Figure 1. Signal wires by layer (run 1).
Drawn at 4 px/um. Only two layers are drawn.
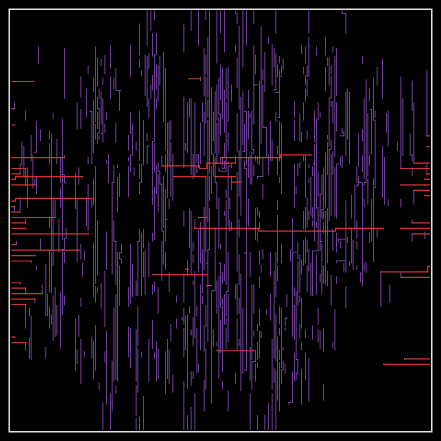
Figure 2. Placed standard cells (run 1).
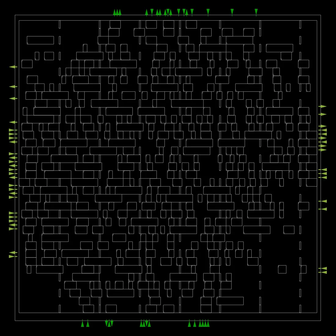
Figure 3. Close-up of the layout (run 1).
Window x 38 to 68, y 38 to 68 um. Cells in grey, sequential cells in the stronger grey; small squares are vias.
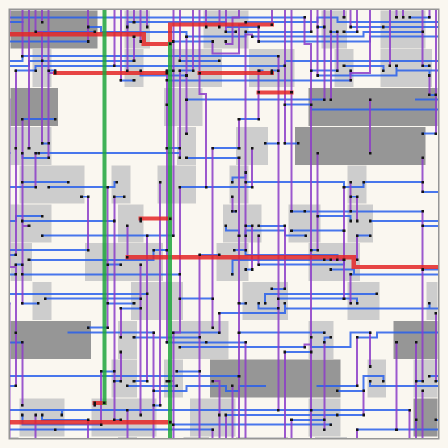
File: config.mk
export PLATFORM = sky130hd
export DESIGN_NAME = mem_block_mover_flat
export DESIGN_NICKNAME = d
export VERILOG_FILES = /design/src/rtl/mem_mover_pkg.sv /design/src/rtl/mem_block_mover_if.sv /design/src/rtl/mem_block_mover.sv /design/src/flat_wrapper.sv
export SDC_FILE = /design/constraint.sdc
export NUM_CORES = 1
export LEC_CHECK = 0
export ABC_CLOCK_PERIOD_IN_PS = 4900
export CAP_MARGIN = 20
export CELL_PAD_IN_SITES_DETAIL_PLACEMENT = 2
export CELL_PAD_IN_SITES_GLOBAL_PLACEMENT = 2
export CORE_UTILIZATION = 30
export CTS_BUF_LIST = sky130_fd_sc_hd__clkbuf_2
export CTS_CLUSTER_DIAMETER = 80
export DETAILED_ROUTE_END_ITERATION = 8
export GPL_ROUTABILITY_DRIVEN = 0
export PLACE_DENSITY = 0.82
export SLEW_MARGIN = 40
export SYNTH_ARGS = -nofsm -noshare
export SYNTH_HDL_FRONTEND = slang
export SYNTH_SLANG_ARGS = --single-unit
export TNS_END_PERCENT = 50
File: constraint.sdc
create_clock -name CLK -period 4.9 [get_ports CLK]
set_input_delay 0.98 -clock CLK [delete_from_list [all_inputs] [get_ports CLK]]
set_output_delay 0.98 -clock CLK [all_outputs]
set_load 0.01 [all_outputs]
File: src/rtl/mem_mover_pkg.sv
// Shared types and default widths for the data-RAM block mover.
package mem_mover_pkg;

  localparam int unsigned MM_ADDR_W = 8;
  localparam int unsigned MM_DATA_W = 8;
  localparam int unsigned MM_LEN_W  = 9;

  typedef enum logic [1:0] {
    IDLE = 2'd0,
    RD   = 2'd1,
    WR   = 2'd2,
    DONE = 2'd3
  } mover_state_t;

  typedef enum logic {
    OP_COPY = 1'b0,
    OP_FILL = 1'b1
  } mover_op_t;

endpackage

File: src/rtl/mem_block_mover_if.sv
// Data-RAM port bundle: the mover is the master, data_ram the slave.
interface mem_block_mover_if #(
  parameter int unsigned ADDR_W = 8,
  parameter int unsigned DATA_W = 8
);
  logic              MemRead;
  logic              MemWrite;
  logic [ADDR_W-1:0] mem_index;
  logic [DATA_W-1:0] write_value;
  logic [DATA_W-1:0] read_value;

  modport master (
    output MemRead,
    output MemWrite,
    output mem_index,
    output write_value,
    input  read_value
  );

  modport slave (
    input  MemRead,
    input  MemWrite,
    input  mem_index,
    input  write_value,
    output read_value
  );
endinterface

File: src/rtl/mem_block_mover.sv
// Copy/fill engine for data_ram: owns the RAM port while busy, one byte per RD/WR pair.
module mem_block_mover
  import mem_mover_pkg::*;
#(
  parameter int unsigned ADDR_W = MM_ADDR_W,
  parameter int unsigned DATA_W = MM_DATA_W,
  parameter int unsigned LEN_W  = MM_LEN_W
) (
  input  logic                  CLK,
  input  logic                  RESET_N,
  input  logic                  start,
  input  logic                  op,
  input  logic [ADDR_W-1:0]     src_addr,
  input  logic [ADDR_W-1:0]     dst_addr,
  input  logic [LEN_W-1:0]      length,
  input  logic [DATA_W-1:0]     fill_value,
  output logic                  busy,
  output logic                  done,
  output logic [LEN_W-1:0]      bytes_done,
  mem_block_mover_if.master     mem_port
);

  mover_state_t      state_q, state_d;
  mover_op_t         op_q;
  logic [ADDR_W-1:0] src_cur, dst_cur;
  logic [LEN_W-1:0]  remaining, bytes_q;
  logic [DATA_W-1:0] data_q, fill_q;

  logic              mem_read, mem_write;
  logic [ADDR_W-1:0] mem_index;
  logic [DATA_W-1:0] write_value;

  // State register
  always_ff @(posedge CLK or negedge RESET_N) begin
    if (!RESET_N) state_q <= IDLE;
    else          state_q <= state_d;
  end

  // Next-state logic
  always_comb begin
    state_d = state_q;
    unique case (state_q)
      IDLE: begin
        if (start) begin
          if (length == '0)                      state_d = DONE;
          else if (mover_op_t'(op) == OP_COPY)   state_d = RD;
          else                                   state_d = WR;
        end
      end
      RD:   state_d = WR;
      WR: begin
        if (remaining == LEN_W'(1))  state_d = DONE;
        else if (op_q == OP_COPY)    state_d = RD;
        else                         state_d = WR;
      end
      DONE: state_d = IDLE;
      default: state_d = IDLE;
    endcase
  end

  // Request latch, address/length counters and the read-data holding register
  always_ff @(posedge CLK or negedge RESET_N) begin
    if (!RESET_N) begin
      op_q      <= OP_COPY;
      src_cur   <= '0;
      dst_cur   <= '0;
      remaining <= '0;
      bytes_q   <= '0;
      data_q    <= '0;
      fill_q    <= '0;
    end else begin
      unique case (state_q)
        IDLE: begin
          if (start) begin
            op_q      <= mover_op_t'(op);
            src_cur   <= src_addr;
            dst_cur   <= dst_addr;
            remaining <= length;
            fill_q    <= fill_value;
            bytes_q   <= '0;
          end
        end
        RD: data_q <= mem_port.read_value;
        WR: begin
          src_cur   <= src_cur + ADDR_W'(1);
          dst_cur   <= dst_cur + ADDR_W'(1);
          remaining <= remaining - LEN_W'(1);
          bytes_q   <= bytes_q + LEN_W'(1);
        end
        default: ;
      endcase
    end
  end

  // Moore output decode: address/data only leave zero while a strobe is up
  always_comb begin
    mem_read    = 1'b0;
    mem_write   = 1'b0;
    mem_index   = '0;
    write_value = '0;
    unique case (state_q)
      RD: begin
        mem_read  = 1'b1;
        mem_index = src_cur;
      end
      WR: begin
        mem_write   = 1'b1;
        mem_index   = dst_cur;
        write_value = (op_q == OP_COPY) ? data_q : fill_q;
      end
      default: ;
    endcase
  end

  assign busy                 = (state_q != IDLE);
  assign done                 = (state_q == DONE);
  assign bytes_done           = bytes_q;
  assign mem_port.MemRead     = mem_read;
  assign mem_port.MemWrite    = mem_write;
  assign mem_port.mem_index   = mem_index;
  assign mem_port.write_value = write_value;

endmodule

File: src/flat_wrapper.sv
// flat-port wrapper written by rule: the top's interface ports become plain ports
module mem_block_mover_flat import mem_mover_pkg::*;
#(
  parameter int unsigned ADDR_W = MM_ADDR_W,
  parameter int unsigned DATA_W = MM_DATA_W,
  parameter int unsigned LEN_W  = MM_LEN_W
)
  (CLK, RESET_N, start, op, src_addr, dst_addr, length, fill_value, busy, done, bytes_done, mem_port_MemRead, mem_port_MemWrite, mem_port_mem_index, mem_port_write_value, mem_port_read_value);
  mem_block_mover_if #(.ADDR_W(ADDR_W), .DATA_W(DATA_W)) mem_port_i ();
  input  logic CLK;
  input  logic RESET_N;
  input  logic start;
  input  logic op;
  input  logic [ADDR_W-1:0] src_addr;
  input  logic [ADDR_W-1:0] dst_addr;
  input  logic [LEN_W-1:0] length;
  input  logic [DATA_W-1:0] fill_value;
  output logic busy;
  output logic done;
  output logic [LEN_W-1:0] bytes_done;
  output wire logic [$bits(mem_port_i.MemRead)-1:0] mem_port_MemRead;
  output wire logic [$bits(mem_port_i.MemWrite)-1:0] mem_port_MemWrite;
  output wire logic [$bits(mem_port_i.mem_index)-1:0] mem_port_mem_index;
  output wire logic [$bits(mem_port_i.write_value)-1:0] mem_port_write_value;
  input wire logic [$bits(mem_port_i.read_value)-1:0] mem_port_read_value;
  assign mem_port_MemRead = mem_port_i.MemRead;
  assign mem_port_MemWrite = mem_port_i.MemWrite;
  assign mem_port_mem_index = mem_port_i.mem_index;
  assign mem_port_write_value = mem_port_i.write_value;
  assign mem_port_i.read_value = mem_port_read_value;
  mem_block_mover #(.ADDR_W(ADDR_W), .DATA_W(DATA_W), .LEN_W(LEN_W)) u_core (.CLK(CLK), .RESET_N(RESET_N), .start(start), .op(op), .src_addr(src_addr), .dst_addr(dst_addr), .length(length), .fill_value(fill_value), .busy(busy), .done(done), .bytes_done(bytes_done), .mem_port(mem_port_i));
endmodule
==> deck_impl_summary.md, run 1 <==
Implementation Results

STA
  – Setup_tns: 0 ns
  – Tmin final: 4.28 ns
  – Cycle use final: 87.4%
  – RSZ-0062 raised after global routing: false
  – Worst Tran Pin Value: 0.741 ns
  – Hold Vio Cnt, Final: 0

Clocking
  – Clock Root Buffer: clkbuf_2
  – Setup Buffers After CTS: 0
  – Latency at later pin: 0.46 ns
  – CTS buffer count: 5
  – CTS-repair resized insts: 0

Drt
  – Routed wl met3: 381 um
  – M1 WL: roughly 4500 um

Layout
  – Logic area: 0.00170 mm2
  – Final core utilization: 39.5%
  – Post-layout net count: 462

Synthesis
  – Avg Cell Area, Syn: between 9 and 10 um2
  – Ys Warns: 0
  – Synth unique cells: 51

Pwr
  – Logic pwr share: 54.4%

Placement
  – Inst Count DP: around 540

Critical path
  – Kind of end point of the critical path: primary output

Outcome
  – Status: complete, no violations

GRT
  – Initial antenna violation count: 0
Notes on Figure 1 above:
metal 2: shown in purple, wire length 4890 um. metal 3: shown in red, wire length 382 um.

Notes on Figure 2 above:
sequential cell area share: 32.5%
Tap Cells: 136
layout sequential cell count: 53

Notes on Figure 3 above:
metal 3: shown in red. metal 2: shown in purple. metal 1: shown in blue. metal 4: shown in green.
Sequential cells in the window: 5. Most frequent: nor2_1 (6), dfrtp_1 (5), inv_1 (3). Netlist names of flops here include `u_core.dst_cur` (2). 49 logic cells have their middle in the window.

-- run 1: cells in the mapped netlist (all sizes together) (3+ instances only) --
library cell / number / area share (%)
o22ai: 14 / 2.7
o21ai: 21 / 3.3
nor2b: 7 / 1.4
nand2b: 3 / 0.59
nor4: 3 / 0.59
nand2: 22 / 2.7
a31oi: 8 / 1.6
mux2: 17 / 6.0
mux2i: 18 / 5.6
clkbuf: 13 / 1.5
inv: 17 / 2.0
nor2: 34 / 4.1
nand4: 4 / 0.78
dfrtp: 53 / 41
buf: 12 / 2.1
nor3: 6 / 1.1
a22oi: 7 / 1.6
a21oi: 21 / 3.3
ha: 9 / 3.5
xnor2: 4 / 1.1
o22a: 4 / 1.1
and4: 3 / 0.82
and3: 7 / 1.4
nand3: 16 / 2.5
-- run 1: metal layers --
layer,vias to the layer above,global-route usage (%)
li1,1379,-
met1,1509,23.4
met2,61,33.3
met3,8,3.53
met4,0,3.62
met5,-,0
-- run 1: worst paths after layout --
check | end | slack, ns | cells after the start
min in group asynchronous | u_core.remaining[5] | 0.61 | 2
max in group asynchronous | u_core.remaining[6] | 3.79 | 2
worst max register to register | u_core.bytes_done[8] | 2.05 | 8
worst min register to register | u_core.data_q[7] | 0.55 | 1
worst min-delay path | u_core.data_q[7] | 0.55 | 1
worst max-delay path | mem_port_write_value[2] | 0.62 | 5
-- run 1: sequential cells by signal, summed over array words and instances (netlist names) --
register           cells
u_core.bytes_done      9
u_core.data_q          8
u_core.dst_cur         8
u_core.fill_q          8
u_core.op_q            1
u_core.remaining       9
u_core.src_cur         8
u_core.state_q         2
-- run 1: through the flow --
stage / hold slack, ns / worst slack (ns)
6_report: 0.553 / 0.618
3_3_place_gp: 0.488 / 1.39
5_1_grt: 0.567 / 0.373
2_1_floorplan: 0.479 / 2.41
3_5_place_dp: 0.498 / 1.16
4_1_cts: 0.555 / 0.567
-- run 1: kinds of logic after synthesis --
kind of cell    synth area share, %
compound gates                 18.7
xor+xnor                       1.64
fa+ha+maj                      3.52
buf+inv                        5.75
flops                          41.5
mux                            11.6
simple gates                   17.3
-- run 1: power groups by stage --
stage                     Clock (uW)  Combinational, uW  Sequential (uW)
after floorplan                    0                940              760
after global placement             0               1250              853
after detailed placement           0               1320              872
after CTS                        244               1330              862
after global routing             258               1450              899
final                            237               1310              863
-- run 1: area by class of cell --
type                            count  share of cell area, %
Inverter                           18                   1.66
Clock inverter                      2                  0.951
Timing Repair Buffer               77                   18.5
Sequential cell                    53                   32.5
Clock buffer                        5                  0.613
Tap cell                          136                   4.17
Multi-Input combinational cell    253                   41.6
-- run 1: critical path: stages (launching register included) --
cell and delay (ns):
dfrtp_1 0.49, inv_1 0.11, ha_2 0.62, clkinv_1 0.74
nor2_1 0.32, clkdlybuf4s50_1 0.57
-- run 1: cells in the final DEF, fill, tap and decap left out, types with 5 or more instances in the layout --
master / n
mux2i_1: 18
dfrtp_1: 53
nand3_1: 16
inv_1: 17
a21oi_1: 21
a22oi_1: 7
clkbuf_2: 5
o22ai_1: 14
nor2_1: 33
nand2_1: 21
a31oi_1: 8
and3_1: 7
clkdlybuf4s50_1: 72
nor3_1: 5
nor2b_1: 7
o21ai_0: 21
mux2_2: 17
ha_1: 7
==> run 2: changes to the inputs <==
--- a/config.mk
+++ b/config.mk
@@ -15,7 +15,7 @@
 export DETAILED_ROUTE_END_ITERATION = 8
 export GPL_ROUTABILITY_DRIVEN = 0
 export PLACE_DENSITY = 0.82
-export SLEW_MARGIN = 40
+export SLEW_MARGIN = 30
 export SYNTH_ARGS = -nofsm -noshare
 export SYNTH_HDL_FRONTEND = slang
 export SYNTH_SLANG_ARGS = --single-unit
Figure 4. Signal wires by layer (run 2).
Drawn at 4 px/um. Only two layers are drawn.
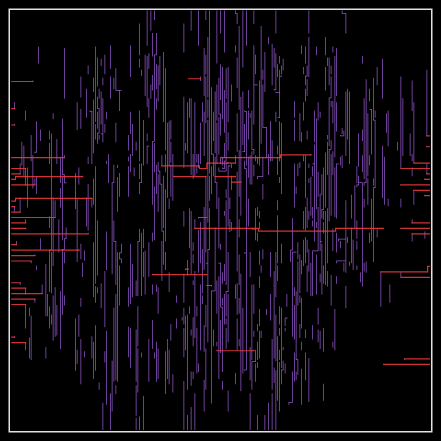
metal 3: shown in red, wire length 382 um. metal 2: shown in purple, wire length 4890 um.

Figure 5. Close-up of the layout (run 2).
Window x 38 to 68, y 38 to 68 um. Cells in grey, sequential cells in the stronger grey; small squares are vias.
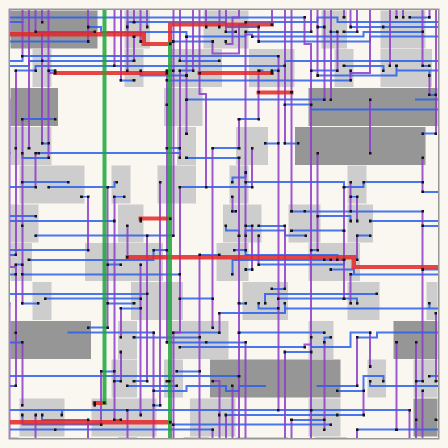
metal 2: shown in purple. metal 4: shown in green. metal 3: shown in red. metal 1: shown in blue.
48 logic cells have their middle in the window. Most frequent: nor2_1 (6), dfrtp_1 (5), inv_1 (3). Netlist names of flops here include `u_core.dst_cur` (2). Sequential cells in the window: 5.

==> deck_impl_summary.md, run 2 <==
Implementation Results

Layout
  – Post-layout net count: 462
  – Top cells excl fill/tap: clkdlybuf4s50_1, dfrtp_1, nor2_1
  – Finished layout cell area: 0.00408 mm2
  – Antenna cells: 0
  – Most instantiated logic cell after routing: clkdlybuf4s50_1
  – Share of cells above drive strength 1: approximately a tenth
  – Final core utilization: roughly two fifths

Clocking
  – CTS tree: built
  – Clock Root Buffer: clkbuf_2
  – CTS buffer count: 5
  – CTS-repair resized insts: 0
  – Setup Buffers After CTS: 0
  – Latency at later pin: 0.46 ns

Synthesis
  – Syn Nets: 403
  – Seq share, synth: approximately two fifths
  – Synth area leader: dfrtp_1
  – Ys Warns: 0
  – Most common reg cell: dfrtp_1
  – Top-area cell type share of the netlist area: 41.5%
  – Synth async-reset ratio: 100%
  – Yosys synthesis chip area: 0.00320 mm2
  – Synth area leaders: dfrtp_1, mux2_2, mux2i_1, nor2_1, ha_1
  – Synth cell count leaders: dfrtp_1, nor2_1, a21oi_1, nand2_1, o21ai_0
  – Cell with the most instances after synthesis: dfrtp_1
  – Avg Cell Area, Syn: 9.16 um2
  – Synth unique cells: 51

STA
  – Worst Tran Pin Value: 0.898 ns
  – Hold Vio Cnt, Final: 0
  – Tmin final: 4.28 ns
  – Setup_tns: 0 ns
  – RSZ-0062 raised after global routing: false
  – Cycle use final: 87.3%

Critical path
  – Kind of end point of the critical path: primary output
  – Crit Path Class: flip-flop to primary output
  – Depth of the worst register-to-register path: 8

Drt
  – DRC Markers: 0
  – Total Wirelength: ~10000 um
  – Iteration-0 DRC count of the detailed router: 96

Outcome
  – Status: complete, no violations

Floorplanning
  – # rows: 37
  – Die Height: 105 um
  – Core ar.: 0.0103 mm2
  – I/O pins: 74

Placement
  – Port Buffer Count: 73

GRT
  – Total Routing Usage GR: between 10% and 20%
  – Overflow after GRT: 0
  – Initial antenna violation count: 0

Min path
  – Hold Crit Depth: 1
[run 2: netlist changes by cell type in the layout (fill, tap and decap cells not counted)]
cell and change:
ha_1 +1, ha_2 -1
[run 2: through the flow]
stage	instances	power (uW)	setup slack [ns]	hold slack (ns)
after global placement	537	2100	1.39	0.488
final	544	2410	0.621	0.553
after detailed placement	537	2190	1.16	0.498
after floorplan	349	1700	2.41	0.479
after global routing	544	2610	0.376	0.567
after CTS	544	2440	0.569	0.555
[run 2: cell type report]
| class | instances | area (um2) |
|---|---|---|
| Fill cell | 1143 | 6250 |
| Multi-Input combinational cell | 253 | 1690 |
| Sequential cell | 53 | 1330 |
| Timing Repair Buffer | 77 | 756 |
| Tap cell | 136 | 170 |
| Inverter | 18 | 67.6 |
| Clock inverter | 2 | 38.8 |
| Clock buffer | 5 | 25.0 |
[run 2: cells by family (layout without fill, tap and decap cells)]
| logic type | count (synthesis) | in the layout | share of synthesized area (%) |
|---|---|---|---|
| simple gates | 110 | 110 | 17.3 |
| compound gates | 93 | 93 | 18.7 |
| flops | 53 | 53 | 41.5 |
| buf+inv | 43 | 102 | 5.75 |
| mux | 35 | 35 | 11.6 |
| fa+ha+maj | 9 | 9 | 3.52 |
| xor+xnor | 6 | 6 | 1.64 |
[run 2: worst max-delay path, cell delays in order (launching register included)]
cell             delay (ns)
dfrtp_1                0.48
inv_1                  0.11
ha_2                   0.62
clkinv_1               0.74
nor2_1                 0.32
clkdlybuf4s50_1        0.57
[run 2: path summary, 6_finish.rpt]
kind                            slack [ns]         startpoint                      end
worst max-delay path                  0.62  u_core.state_q[0]  mem_port_write_value[2]
worst min-delay path                  0.55   u_core.data_q[7]         u_core.data_q[7]
worst max register to register        2.05  u_core.state_q[0]     u_core.bytes_done[8]
worst min register to register        0.55   u_core.data_q[7]         u_core.data_q[7]
max in group asynchronous             3.79            RESET_N      u_core.remaining[6]
min in group asynchronous             0.61            RESET_N      u_core.remaining[5]
[run 2: power breakdown]
part           switching, uW  internal (uW)
Clock                    151           85.5
Combinational            704            608
Sequential               237            627
Total                   1090           1320
[run 2: layer usage]
metal	share of wire, %	wire [um]	vias up	GRT usage [%]
met1	46	4550	1508	23.4
li1	-	-	1379	-
met4	1.1	110	0	3.62
met3	3.8	381	8	3.53
met2	49	4890	61	33.3
met5	0	0	-	0
==> run 3: changes to the inputs <==
--- a/config.mk
+++ b/config.mk
@@ -15,7 +15,7 @@
 export DETAILED_ROUTE_END_ITERATION = 8
 export GPL_ROUTABILITY_DRIVEN = 0
 export PLACE_DENSITY = 0.82
-export SLEW_MARGIN = 30
+export SLEW_MARGIN = 20
 export SYNTH_ARGS = -nofsm -noshare
 export SYNTH_HDL_FRONTEND = slang
 export SYNTH_SLANG_ARGS = --single-unit
Figure 6. Routed metal per tile (run 3).
Drawn at 3 px/um. The die is cut into 21 by 21 equal tiles; dark purple is low, yellow is high, scaled to the fullest tile. Values are wire area over tile area, all layers added.
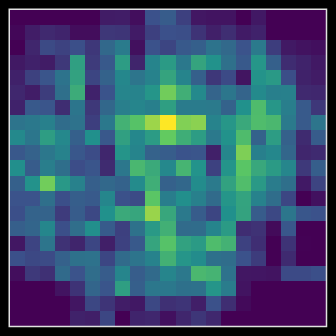
13% of the tiles are nearly empty. The densest ninth of the die: centre. The fullest tile reaches 0.47. 17% of the tiles are over half the peak. The emptiest ninth of the die: lower right. The mean over all tiles is 0.14.

Figure 7. Placed standard cells (run 3).
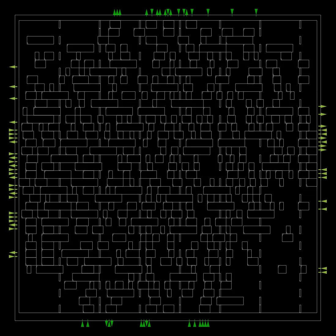
final core utilization: 39.5%
# rows: 37

==> deck_impl_summary.md, run 3 <==
Implementation Results

Outcome
  – Status: complete, no violations

GRT
  – Total Routing Usage GR: 18.8%
  – Overflow after GRT: 0

Drt
  – Total Wirelength: 9940 um
  – M1 WL: ~4500 um
  – DRC Markers: 0
  – DR top layer: met4
  – Routed wl met3: 385 um

Synthesis
  – Synth async-reset ratio: 100%
  – Most common reg cell: dfrtp_1
  – Syn Nets: 403
  – Avg Cell Area, Syn: about 9.2 um2
  – Synth area leaders: dfrtp_1, mux2_2, mux2i_1, nor2_1, ha_1
  – Cell with the most instances after synthesis: dfrtp_1
  – Synth area leader: dfrtp_1
  – Top-area cell type share of the netlist area: 41.5%
  – Synth cell count leaders: dfrtp_1, nor2_1, a21oi_1, nand2_1, o21ai_0
  – Synth unique cells: 51
  – Ys Warns: 0

Critical path
  – CP top delay family: buffers and inverters
  – Max stage delay on crit path: 0.74 ns
  – Worst-path cell chain: inv_1 -> ha_2 -> clkinv_1 -> nor2_1 -> clkdlybuf4s50_1
  – Slowest CP cell: clkinv_1

Clocking
  – CTS tree: built
  – CTS-repair resized insts: 0
  – Latency at later pin: 0.46 ns
  – Setup Buffers After CTS: 0
  – Clock Root Buffer: clkbuf_2

Layout
  – Most instantiated logic cell after routing: clkdlybuf4s50_1
  – Fin cells: 544
  – Top cells excl fill/tap: clkdlybuf4s50_1, dfrtp_1, nor2_1
  – Antenna cells: 0
  – Sequential Area: 0.00133 mm2
  – Logic area: 0.00169 mm2
  – Post-layout net count: approximately 460
  – Fillers: 1145
  – Share of cells above drive strength 1: roughly a tenth

STA
  – Worst Tran Pin Value: 0.884 ns
  – Tmin final: 4.27 ns

Floorplanning
  – I/O pins: 74
  – Die Height: 105 um

Placement
  – Port Buffer Count: 73
run 3: cell counts after synthesis:
No cell type changed its count.
run 3: power breakdown:
group	leakage [uW]	switching, uW	internal (uW)
Clock	0.0000394	152	85.5
Combinational	0.000980	702	608
Sequential	0.000633	238	627
run 3: logic make-up (layout without fill, tap and decap cells):
kind of cell    after synthesis  after routing  synth area share (%)
compound gates               93             93                  18.7
xor+xnor                      6              6                  1.64
flops                        53             53                  41.5
mux                          35             35                  11.6
buf+inv                      43            102                  5.75
fa+ha+maj                     9              9                  3.52
simple gates                110            110                  17.3
run 3: metrics by stage:
stage / power (uW) / cell area [um2] / setup slack, ns / util [%] / hold slack (ns)
CTS: 2430 / 4070 / 0.566 / 39.5 / 0.555
global route: 2610 / 4080 / 0.340 / 39.5 / 0.567
global placement: 2100 / 4010 / 1.39 / 38.8 / 0.488
finish: 2410 / 4080 / 0.625 / 39.5 / 0.552
detailed placement: 2190 / 4010 / 1.15 / 38.8 / 0.498
floorplan: 1700 / 3200 / 2.41 / - / 0.479
run 3: final timing paths:
| kind | startpoint | to | depth (start not counted) |
|---|---|---|---|
| setup reg to reg | u_core.state_q[0] | u_core.bytes_done[8] | 8 |
| min in group asynchronous | RESET_N | u_core.remaining[5] | 2 |
| max in group asynchronous | RESET_N | u_core.remaining[6] | 2 |
| hold / removal | u_core.data_q[7] | u_core.data_q[7] | 1 |
| setup / recovery | u_core.state_q[0] | mem_port_write_value[2] | 5 |
| hold reg to reg | u_core.data_q[7] | u_core.data_q[7] | 1 |
run 3: layer usage:
layer | vias up | GRT usage [%]
met4 | 0 | 4.02
met2 | 61 | 33.1
li1 | 1376 | -
met5 | - | 0
met3 | 11 | 3.53
met1 | 1487 | 23.8
run 3: final cells by class:
type                            count  area share, %
Sequential cell                    53           32.5
Clock inverter                      2          0.952
Timing Repair Buffer               77           18.5
Tap cell                          136           4.17
Clock buffer                        5          0.614
Multi-Input combinational cell    253           41.5
Inverter                           18           1.66
Power is estimated from default activity; no workload was simulated.
